run_1/registers.png
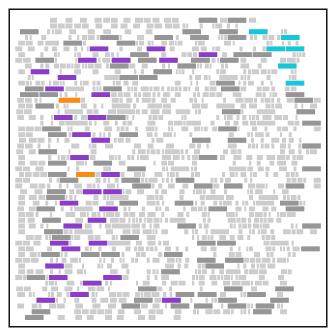
run_1/final_clocks.png
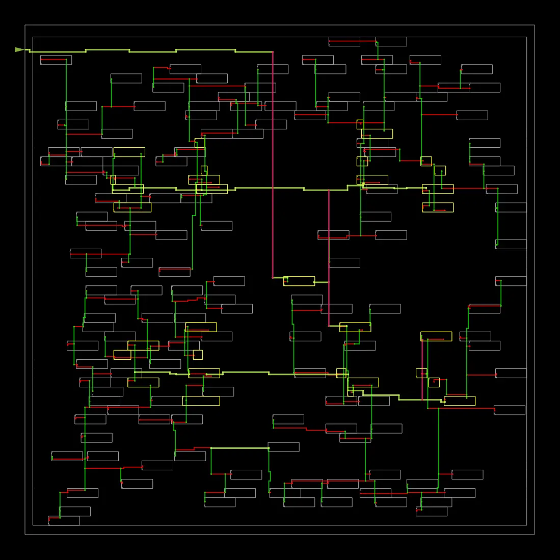
run_1/clock_map.png
Bar = 50 um.
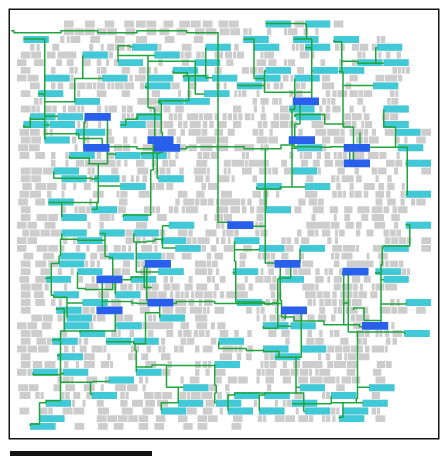
**config.mk**
```make
export PLATFORM = sky130hd
export DESIGN_NAME = muldiv_seq
export DESIGN_NICKNAME = d
export VERILOG_FILES = /design/src/rtl/muldiv_seq_pkg.sv /design/src/rtl/muldiv_seq_adder.sv /design/src/rtl/muldiv_seq.sv
export SDC_FILE = /design/constraint.sdc
export NUM_CORES = 1
export LEC_CHECK = 0
export CELL_PAD_IN_SITES_DETAIL_PLACEMENT = 0
export CELL_PAD_IN_SITES_GLOBAL_PLACEMENT = 1
export CORE_MARGIN = 2
export CORE_UTILIZATION = 48
export CTS_CLUSTER_DIAMETER = 200
export DETAILED_ROUTE_END_ITERATION = 16
export PLACE_DENSITY_LB_ADDON = 0.1
export SETUP_SLACK_MARGIN = 0.05
export SLEW_MARGIN = 20
export SYNTH_ARGS = -nofsm -noshare
export SYNTH_HDL_FRONTEND = slang
export SYNTH_SLANG_ARGS = --single-unit
```
**constraint.sdc**
```tcl
create_clock -name clk_in -period 8.45 [get_ports clk_in]
set_input_delay 2.1125 -clock clk_in [delete_from_list [all_inputs] [get_ports clk_in]]
set_output_delay 2.1125 -clock clk_in [all_outputs]
set_load 0.1 [all_outputs]
```
**src/rtl/muldiv_seq_pkg.sv**
```systemverilog
// Shared definitions for the iterative multiply/divide sequencer.
//   XLEN / CNT_W : datapath and iteration-counter widths
//   op_e         : operation encoding seen on op_in
//   state_e      : sequencer FSM states
package muldiv_seq_pkg;

    localparam int unsigned XLEN  = 32;
    localparam int unsigned CNT_W = 6;

    typedef enum logic [1:0] {
        OpMul   = 2'b00,
        OpMulhu = 2'b01,
        OpDivu  = 2'b10,
        OpRemu  = 2'b11
    } op_e;

    typedef enum logic [1:0] {
        StIdle = 2'b00,
        StRun  = 2'b01,
        StDone = 2'b10
    } state_e;

    // DIVU and REMU share the restoring-division datapath.
    function automatic logic is_div_op(input logic [1:0] op);
        return op[1];
    endfunction

endpackage

```
**src/rtl/muldiv_seq_adder.sv**
```systemverilog
// 32-bit Sklansky parallel-prefix adder.
//   i_a, i_b  : addends
//   i_car_in  : carry into bit 0
//   o_sum     : i_a + i_b + i_car_in, low 32 bits
//   o_car_out : carry out of bit 31
module muldiv_seq_adder
    import muldiv_seq_pkg::*;
(
    input  logic [XLEN-1:0] i_a,
    input  logic [XLEN-1:0] i_b,
    input  logic            i_car_in,
    output logic [XLEN-1:0] o_sum,
    output logic            o_car_out
);

    localparam int unsigned Levels = $clog2(XLEN);

    logic [XLEN-1:0] w_p0;
    logic [XLEN-1:0] w_g;
    logic [XLEN-1:0] w_p;
    logic [XLEN-1:0] w_gn;
    logic [XLEN-1:0] w_pn;

    // Carry-in is folded into bit 0's generate, so after the prefix tree
    // w_g[i] is the carry out of bit i.
    always_comb begin
        w_p0    = i_a ^ i_b;
        w_g     = i_a & i_b;
        w_g[0]  = w_g[0] | (w_p0[0] & i_car_in);
        w_p     = w_p0;
        w_gn    = w_g;
        w_pn    = w_p;
        for (int l = 0; l < int'(Levels); l++) begin
            w_gn = w_g;
            w_pn = w_p;
            for (int i = 0; i < int'(XLEN); i++) begin
                // Bits with bit l set merge with the top node of the
                // preceding 2^l-wide block (Sklansky fan-out).
                if (((i >> l) & 1) == 1) begin
                    w_gn[i] = w_g[i] | (w_p[i] & w_g[((i >> (l + 1)) << (l + 1)) + (1 << l) - 1]);
                    w_pn[i] = w_p[i] & w_p[((i >> (l + 1)) << (l + 1)) + (1 << l) - 1];
                end
            end
            w_g = w_gn;
            w_p = w_pn;
        end
    end

    assign o_sum     = w_p0 ^ {w_g[XLEN-2:0], i_car_in};
    assign o_car_out = w_g[XLEN-1];

endmodule

```
**src/rtl/muldiv_seq.sv**
```systemverilog
// Iterative unsigned multiply/divide sequencer (MUL, MULHU, DIVU, REMU).
// One pass through a shared 32-bit adder per cycle, 32 iterations per op.
//   clk_in   : clock, rising edge
//   rst_in   : asynchronous active-high reset
//   start_in : request, accepted only while busy=0
//   op_in    : 00 MUL, 01 MULHU, 10 DIVU, 11 REMU
//   a_in     : multiplicand / dividend
//   b_in     : multiplier / divisor
//   busy     : high while an op is running or completing
//   done     : one-cycle pulse, result valid from this cycle
//   result   : registered, held until the next completion
// Build option: MULDIV_DIV0_FAST_EN completes DIVU/REMU by zero one edge
// after acceptance instead of running all 32 iterations.
module muldiv_seq
    import muldiv_seq_pkg::*;
#(
    parameter int unsigned XLEN_P  = XLEN,
    parameter int unsigned CNT_W_P = CNT_W
) (
    input  logic              clk_in,
    input  logic              rst_in,
    input  logic              start_in,
    input  logic [1:0]        op_in,
    input  logic [XLEN_P-1:0] a_in,
    input  logic [XLEN_P-1:0] b_in,
    output logic              busy,
    output logic              done,
    output logic [XLEN_P-1:0] result
);

    state_e             r_state;
    op_e                r_op;
    logic [XLEN_P-1:0]  r_acc;
    logic [XLEN_P-1:0]  r_q;
    logic [XLEN_P-1:0]  r_m;
    logic [CNT_W_P-1:0] r_cnt;
    logic               r_busy;
    logic               r_done;
    logic [XLEN_P-1:0]  r_result;

    logic               w_div;
    logic [XLEN_P-1:0]  w_rem_shift;
    logic [XLEN_P-1:0]  w_add_a;
    logic [XLEN_P-1:0]  w_add_b;
    logic [XLEN_P-1:0]  w_sum;
    logic               w_cout;
    logic               w_take;
    logic [XLEN_P-1:0]  w_acc_nxt;
    logic [XLEN_P-1:0]  w_q_nxt;
    logic [XLEN_P-1:0]  w_final;

    assign w_div       = is_div_op(r_op);
    // Partial remainder shifted left by one, bringing in the next dividend bit.
    assign w_rem_shift = {r_acc[XLEN_P-2:0], r_q[XLEN_P-1]};

    // Divide computes r - m as r + ~m + 1.
    assign w_add_a = w_div ? w_rem_shift : r_acc;
    assign w_add_b = w_div ? ~r_m : r_m;

    muldiv_seq_adder u_adder (
        .i_a       (w_add_a),
        .i_b       (w_add_b),
        .i_car_in  (w_div),
        .o_sum     (w_sum),
        .o_car_out (w_cout)
    );

    // acc[31] set means the shifted remainder is >= 2^32 and so exceeds m.
    assign w_take = r_acc[XLEN_P-1] | w_cout;

    always_comb begin
        w_acc_nxt = r_acc;
        w_q_nxt   = r_q;
        if (w_div) begin
            if (w_take) begin
                w_acc_nxt = w_sum;
                w_q_nxt   = {r_q[XLEN_P-2:0], 1'b1};
            end else begin
                w_acc_nxt = w_rem_shift;
                w_q_nxt   = {r_q[XLEN_P-2:0], 1'b0};
            end
        end else begin
            // {acc,q} shifts right; low product bits drain out through q.
            if (r_q[0]) begin
                w_acc_nxt = {w_cout, w_sum[XLEN_P-1:1]};
                w_q_nxt   = {w_sum[0], r_q[XLEN_P-1:1]};
            end else begin
                w_acc_nxt = {1'b0, r_acc[XLEN_P-1:1]};
                w_q_nxt   = {r_acc[0], r_q[XLEN_P-1:1]};
            end
        end
    end

    always_comb begin
        w_final = w_q_nxt;
        unique case (r_op)
            OpMul:   w_final = w_q_nxt;
            OpMulhu: w_final = w_acc_nxt;
            OpDivu:  w_final = w_q_nxt;
            OpRemu:  w_final = w_acc_nxt;
            default: w_final = w_q_nxt;
        endcase
    end

    always_ff @(posedge clk_in or posedge rst_in) begin
        if (rst_in) begin
            r_state  <= StIdle;
            r_op     <= OpMul;
            r_acc    <= '0;
            r_q      <= '0;
            r_m      <= '0;
            r_cnt    <= '0;
            r_busy   <= 1'b0;
            r_done   <= 1'b0;
            r_result <= '0;
        end else begin
            case (r_state)
                StIdle: begin
                    r_done <= 1'b0;
                    if (start_in) begin
                        r_op   <= op_e'(op_in);
                        r_cnt  <= '0;
                        r_acc  <= '0;
                        r_busy <= 1'b1;
                        if (is_div_op(op_in)) begin
                            r_q <= a_in;
                            r_m <= b_in;
                        end else begin
                            r_q <= b_in;
                            r_m <= a_in;
                        end
`ifdef MULDIV_DIV0_FAST_EN
                        if (is_div_op(op_in) && (b_in == '0)) begin
                            r_state  <= StDone;
                            r_done   <= 1'b1;
                            r_result <= (op_in == OpDivu) ? '1 : a_in;
                        end else begin
                            r_state <= StRun;
                        end
`else
                        r_state <= StRun;
`endif
                    end
                end
                StRun: begin
                    r_acc <= w_acc_nxt;
                    r_q   <= w_q_nxt;
                    r_cnt <= r_cnt + CNT_W_P'(1);
                    if (r_cnt == CNT_W_P'(XLEN_P - 1)) begin
                        r_state  <= StDone;
                        r_done   <= 1'b1;
                        r_result <= w_final;
                    end
                end
                StDone: begin
                    r_state <= StIdle;
                    r_done  <= 1'b0;
                    r_busy  <= 1'b0;
                end
                default: begin
                    r_state <= StIdle;
                    r_done  <= 1'b0;
                    r_busy  <= 1'b0;
                end
            endcase
        end
    end

    assign busy   = r_busy;
    assign done   = r_done;
    assign result = r_result;

endmodule
```
==> notes.md, run 1 <==
Implementation numbers.

- The average wire per cell in the routed design is roughly 22 um.
- Counting buffers and inverters, the worst setup path is 13 cells deep.
- The combinational gate area is around 0.0063 mm^2.
- The inverter tally of the final layout excluding the clock network is 33.
- For reference, full adder, half adder and majority cells occupy roughly 4.7% of the area reported after synthesis.
- The family with the most delay on the worst path is AND-OR/OR-AND gates.
- For this run, design rule violations remaining after detail routing come to 0.
- In the finished design, the share of the clock period the worst path needs comes to ~61%.
- The number of flops mapped to enable cells by yosys is 0.
- TritonCTS built the clock tree.
- The first-iteration detailed-routing DRC count is 760.
- Per STA, the highest per-stage delay on the worst path measures 0.81 ns.
- The via count of the first global-routing pass is about 9000.
- Per the detail_route log, met2 wirelength is approximately 14000 um.
- Across every metal layer, demand over resource in global routing totals slightly below 30%.
- Per the gpl log, the routability congestion estimate is between 0.9 and 1.
- The data required time of the critical path is just under 9 ns.
- The number of warnings reported in the stage logs is 28.
- The number of gates given a new drive strength after cts is 0.
- The most common logic cells in the final layout are 145 x sky130_fd_sc_hd__nand2_1, 139 x sky130_fd_sc_hd__dfrtp_1, 137 x sky130_fd_sc_hd__o21ai_0, 101 x sky130_fd_sc_hd__clkdlybuf4s50_1, 74 x sky130_fd_sc_hd__mux2_2.
- The number of instances in the synthesized netlist is around 1200.
- Checking hold timing, the worst path is listed with class flop to flop.
- The total count of hold-check failures in the final report is 0.
- Global routing used 43.7% of the available met2 tracks.
- The fraction of area in registers is 29.1%.
- Setup repair after global routing left no endpoint under its margin.
- The root buffer cell chosen for the clock tree is sky130_fd_sc_hd__clkbuf_16.
- The fraction of standard cell area in multi-input logic is approximately 52%.
- The maximum number of buffers from clock root to sink is 2.
- The mean instance size in the synthesized netlist is ~8.7 um^2.
- The total standard cell area after synthesis is around 0.010 mm^2.
- In this run the worst path has a maximum fanout of ~120.
- The actual transition at the worst max-transition pin is between 1 and 1.5 ns.
- Summing the areas of all and, or, nand and nor instances in the mapped netlist gives between 10 and 15% of the synthesized area.
- The flow ran to the end, and the final reports show no timing, DRC or antenna violations.
- The sequential cell count is 140.
- The fraction of met1 tracks used by global routing is between 40% and 50%.
- The worst setup path is launched from a flop.
- Per the layout report, the design carries ~120 non-clock buffers.
-- registers.png (at the start) --
[purple] r_q | placed flops: 32
[orange] r_op | placed flops: 2
[cyan] r_cnt | placed flops: 6 | where: north-east
Sequential Area: 0.00351 mm^2
Post-Route Utilization: 57.4%

-- final_clocks.png (at the start) --
clock skew: 0.0131 ns
clock insertion delay at the later pin of the skew report: 0.43 ns
Sinks on Clock Net: 140
CTS buffer count: 17

-- clock_map.png (at the start) --
[blue] cells driving clock nets | count: 17
[green] clock wires | length: 2150 um
[cyan] flip-flops | count: 140
routed clock nets: 18

-- run 1: flip-flops by register name, indices dropped and copies added (netlist names) --
name     count
r_acc       32
r_m         32
r_q         32
result      32
r_cnt        6
r_op         2
r_state      2
busy         1
done         1
-- run 1: per-stage QoR --
step	utilization [%]	cells	instance area [um^2]
floorplan	-	1178	10300
finish	57.4	1514	12100
global placement	54.6	1482	11500
global route	57.4	1514	12100
CTS	57.4	1514	12100
detailed placement	54.6	1482	11500
-- run 1: path summary, 6_finish.rpt --
check / start / endpoint / slack, ns
min in group asynchronous: rst_in / r_m[14] / 2.20
min: r_q[31] / r_q[31] / 0.48
max: r_op[1] / result[19] / 3.29
max reg2reg: r_op[1] / result[19] / 3.29
max in group asynchronous: rst_in / r_op[1] / 4.89
min reg2reg: r_q[31] / r_q[31] / 0.48
--- run 2 (diff from run 1) ---
--- a/config.mk
+++ b/config.mk
@@ -8,7 +8,7 @@
 export CELL_PAD_IN_SITES_DETAIL_PLACEMENT = 0
 export CELL_PAD_IN_SITES_GLOBAL_PLACEMENT = 1
 export CORE_MARGIN = 2
-export CORE_UTILIZATION = 48
+export CORE_UTILIZATION = 40
 export CTS_CLUSTER_DIAMETER = 200
 export DETAILED_ROUTE_END_ITERATION = 16
 export PLACE_DENSITY_LB_ADDON = 0.1
==> constraint.sdc (replaced) <==
create_clock -name clk_in -period 4.7 [get_ports clk_in]
set_input_delay 1.175 -clock clk_in [delete_from_list [all_inputs] [get_ports clk_in]]
set_output_delay 1.175 -clock clk_in [all_outputs]
set_load 0.1 [all_outputs]
run_2/registers.png
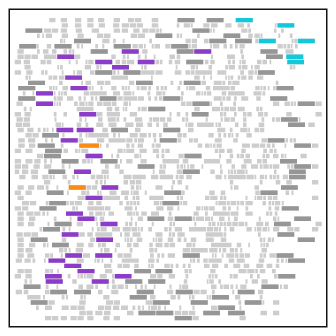
[orange] r_op | placed flops: 2
[cyan] r_cnt | placed flops: 6 | where: north-east
[purple] r_q | placed flops: 32 | where: a vertical strip on the left

==> run 2 against run 1 <==
  * Via count is 1.5% lower
  * Final area increased by 1.4%
  * First-iteration DRC count down 18%
  * Non-clock buffer count up 11
  * Final cell count rose by 4.4%
  * Critical path depth unchanged
  * Area after synthesis is the same
  * Synthesized cell count did not move
  * Flip-flop count unchanged
  * Critical path type unchanged
  * Largest cell class unchanged
==> notes.md, run 2 <==
Implementation numbers.

- The via count of the first global-routing pass is between 8000 and 9000.
- The number of flops mapped to enable cells by yosys is 0.
- Per the synthesis report, the simple-gate share of the synthesized area is between 10% and 20%.
- The total CTS buffers is 17.
- The longest clock path from root to sink contains 2 buffers.
- The library cell contributing the largest single delay on the critical path is sky130_fd_sc_hd__and3_1.
- The layer carrying the most global-route usage is met1.
- The worst setup path is launched from a flop.
- The number of standard cells in the final layout excluding fillers is around 1600.
- The critical path startpoint is r_op[1].
- The family with the most delay on the worst path is simple AND/OR/NAND/NOR gates.
- Once the clock tree was built, the resizer swapped 0 gates to a different size.
- Once layout is complete, the utilization of the core stands at between 40% and 50%.
- The sum of met2 wire segment lengths after detailed routing is around 15000 um.
- The clock transition time at the flip-flop clock pins of the worst setup and hold paths is roughly 0.070 ns.
- The combined global-route utilization of all metal layers is 26.2%.
- After the first detailed-routing iteration, the DRC count stood at between 600 and 700.
- The flow ran to the end, and the final reports show no timing, DRC or antenna violations.
- The synthesized netlist devotes approximately 4.7% of its cell area to adder and majority cells.
- The worst hold path terminates at r_q[31].
- The beginning of the worst hold path is r_q[31].
- Setup repair after global routing left no endpoint under its margin.
- The last weighted congestion value of the routability-driven placer is 0.919.
- The clock latency on the worst-skew pair is roughly 0.43 ns.
- The number of instances in the synthesized netlist is ~1200.
- The average wire per cell in the routed design is roughly 22 um.
- The capture point of the worst path is r_acc[27].
- The number of rows created at floorplan is between 50 and 60.
- The timing report gives the worst reg2reg path a setup slack of roughly 0.44 ns.
- The number of OpenROAD warnings is 28.
- The CTS tree is yes.
- For reference, the final report shows the hold violation count at 0.
- For this block, wires on met1 add up to 17200 um.
- On the final layout, the worst clock skew is between 0.01 and 0.015 ns.
- In this run the cell area measured after placement is 0.0116 mm^2.
- With fillers left out, the area of the finished cells amounts to 0.0122 mm^2.
- The endpoint type of the worst setup path is a flop.
- Routing resource usage on met2 recorded by global route was 38.8%.
- The data arrival time reported for the critical path is approximately 4.6 ns.
- Static timing analysis puts the maximum clock frequency at between 200 and 250 MHz.
- The cell-mix breakdown from Yosys lists the compound-gate area share as 24.2%.
- The root buffer cell chosen for the clock tree is sky130_fd_sc_hd__clkbuf_16.
- The mean instance size in the synthesized netlist is slightly below 9 um^2.
- In this run the worst path has a maximum fanout of 20.
- The total standard cell area after synthesis is a little over 0.01 mm^2.
- Looking at the reg2reg group, the worst path ends at r_acc[27].
- The synthesis-stage register bit count is 140.
- The library cell used most frequently in the layout, excluding fill and tap cells, is sky130_fd_sc_hd__nand2_1.
- The number of clock sinks is around 140.
- The critical path endpoint has a required time of a little over 5 ns.
- Per the synthesis report, the dominant area consumer among library cells is sky130_fd_sc_hd__dfrtp_1.
- The DRC violation total left in the routed layout is recorded as 0.
- The total placed cells including tap cells is ~1500.
- In the global route stage, met1 resource usage came out at between 40% and 50%.
- Ranking logic cells in the layout by count gives the top entries 145 x sky130_fd_sc_hd__nand2_1, 139 x sky130_fd_sc_hd__dfrtp_1, 137 x sky130_fd_sc_hd__o21ai_0, 101 x sky130_fd_sc_hd__clkdlybuf4s50_1, 74 x sky130_fd_sc_hd__mux2_2.
- Per the OpenROAD timing report, the critical path contains 13 cells.
- The maximum cell stage delay along the critical path is ~0.75 ns.
- The share of the clock period used by the worst path after layout is about nine tenths.
- In the floorplan report the effective utilization is roughly 41%.
- The type of the tightest min-delay check is flop to flop.
- The startpoint identified for the worst register-to-register timing path is r_op[1].
run_2/pins.png
Pins as bars across the die edge, other pins in grey.
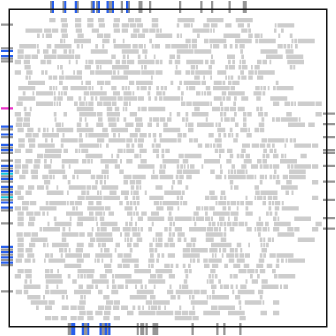
[blue] b_in | pins: 32 | direction: input | edge: 17 west, 8 north, 7 south
[magenta] start_in | pins: 1 | direction: input | edge: west
[cyan] op_in | pins: 2 | direction: input | edge: west
all pins by edge: 42 west, 26 north, 25 south, 10 east

run 2: cell types whose count changed in the layout (fill, tap and decap cells not counted):
cell | before | now
sky130_fd_sc_hd__nor2_1 | 48 | 49
sky130_fd_sc_hd__clkinv_2 | 3 | 0
sky130_fd_sc_hd__inv_6 | 3 | 4
sky130_fd_sc_hd__inv_8 | 0 | 1
sky130_fd_sc_hd__buf_4 | 19 | 29
sky130_fd_sc_hd__nor2_2 | 2 | 1
sky130_fd_sc_hd__clkinvlp_4 | 3 | 4
sky130_fd_sc_hd__buf_12 | 1 | 2
run 2: area by class of cell:
class	count	area (um^2)	area share [%]
sequential	140	3510	28.7
inverter	33	128	1.04
clock inverter	13	155	1.27
tap	330	413	3.38
timing repair buffer	132	1270	10.4
multi-input combinational	913	6320	51.6
clock buffer	19	443	3.62
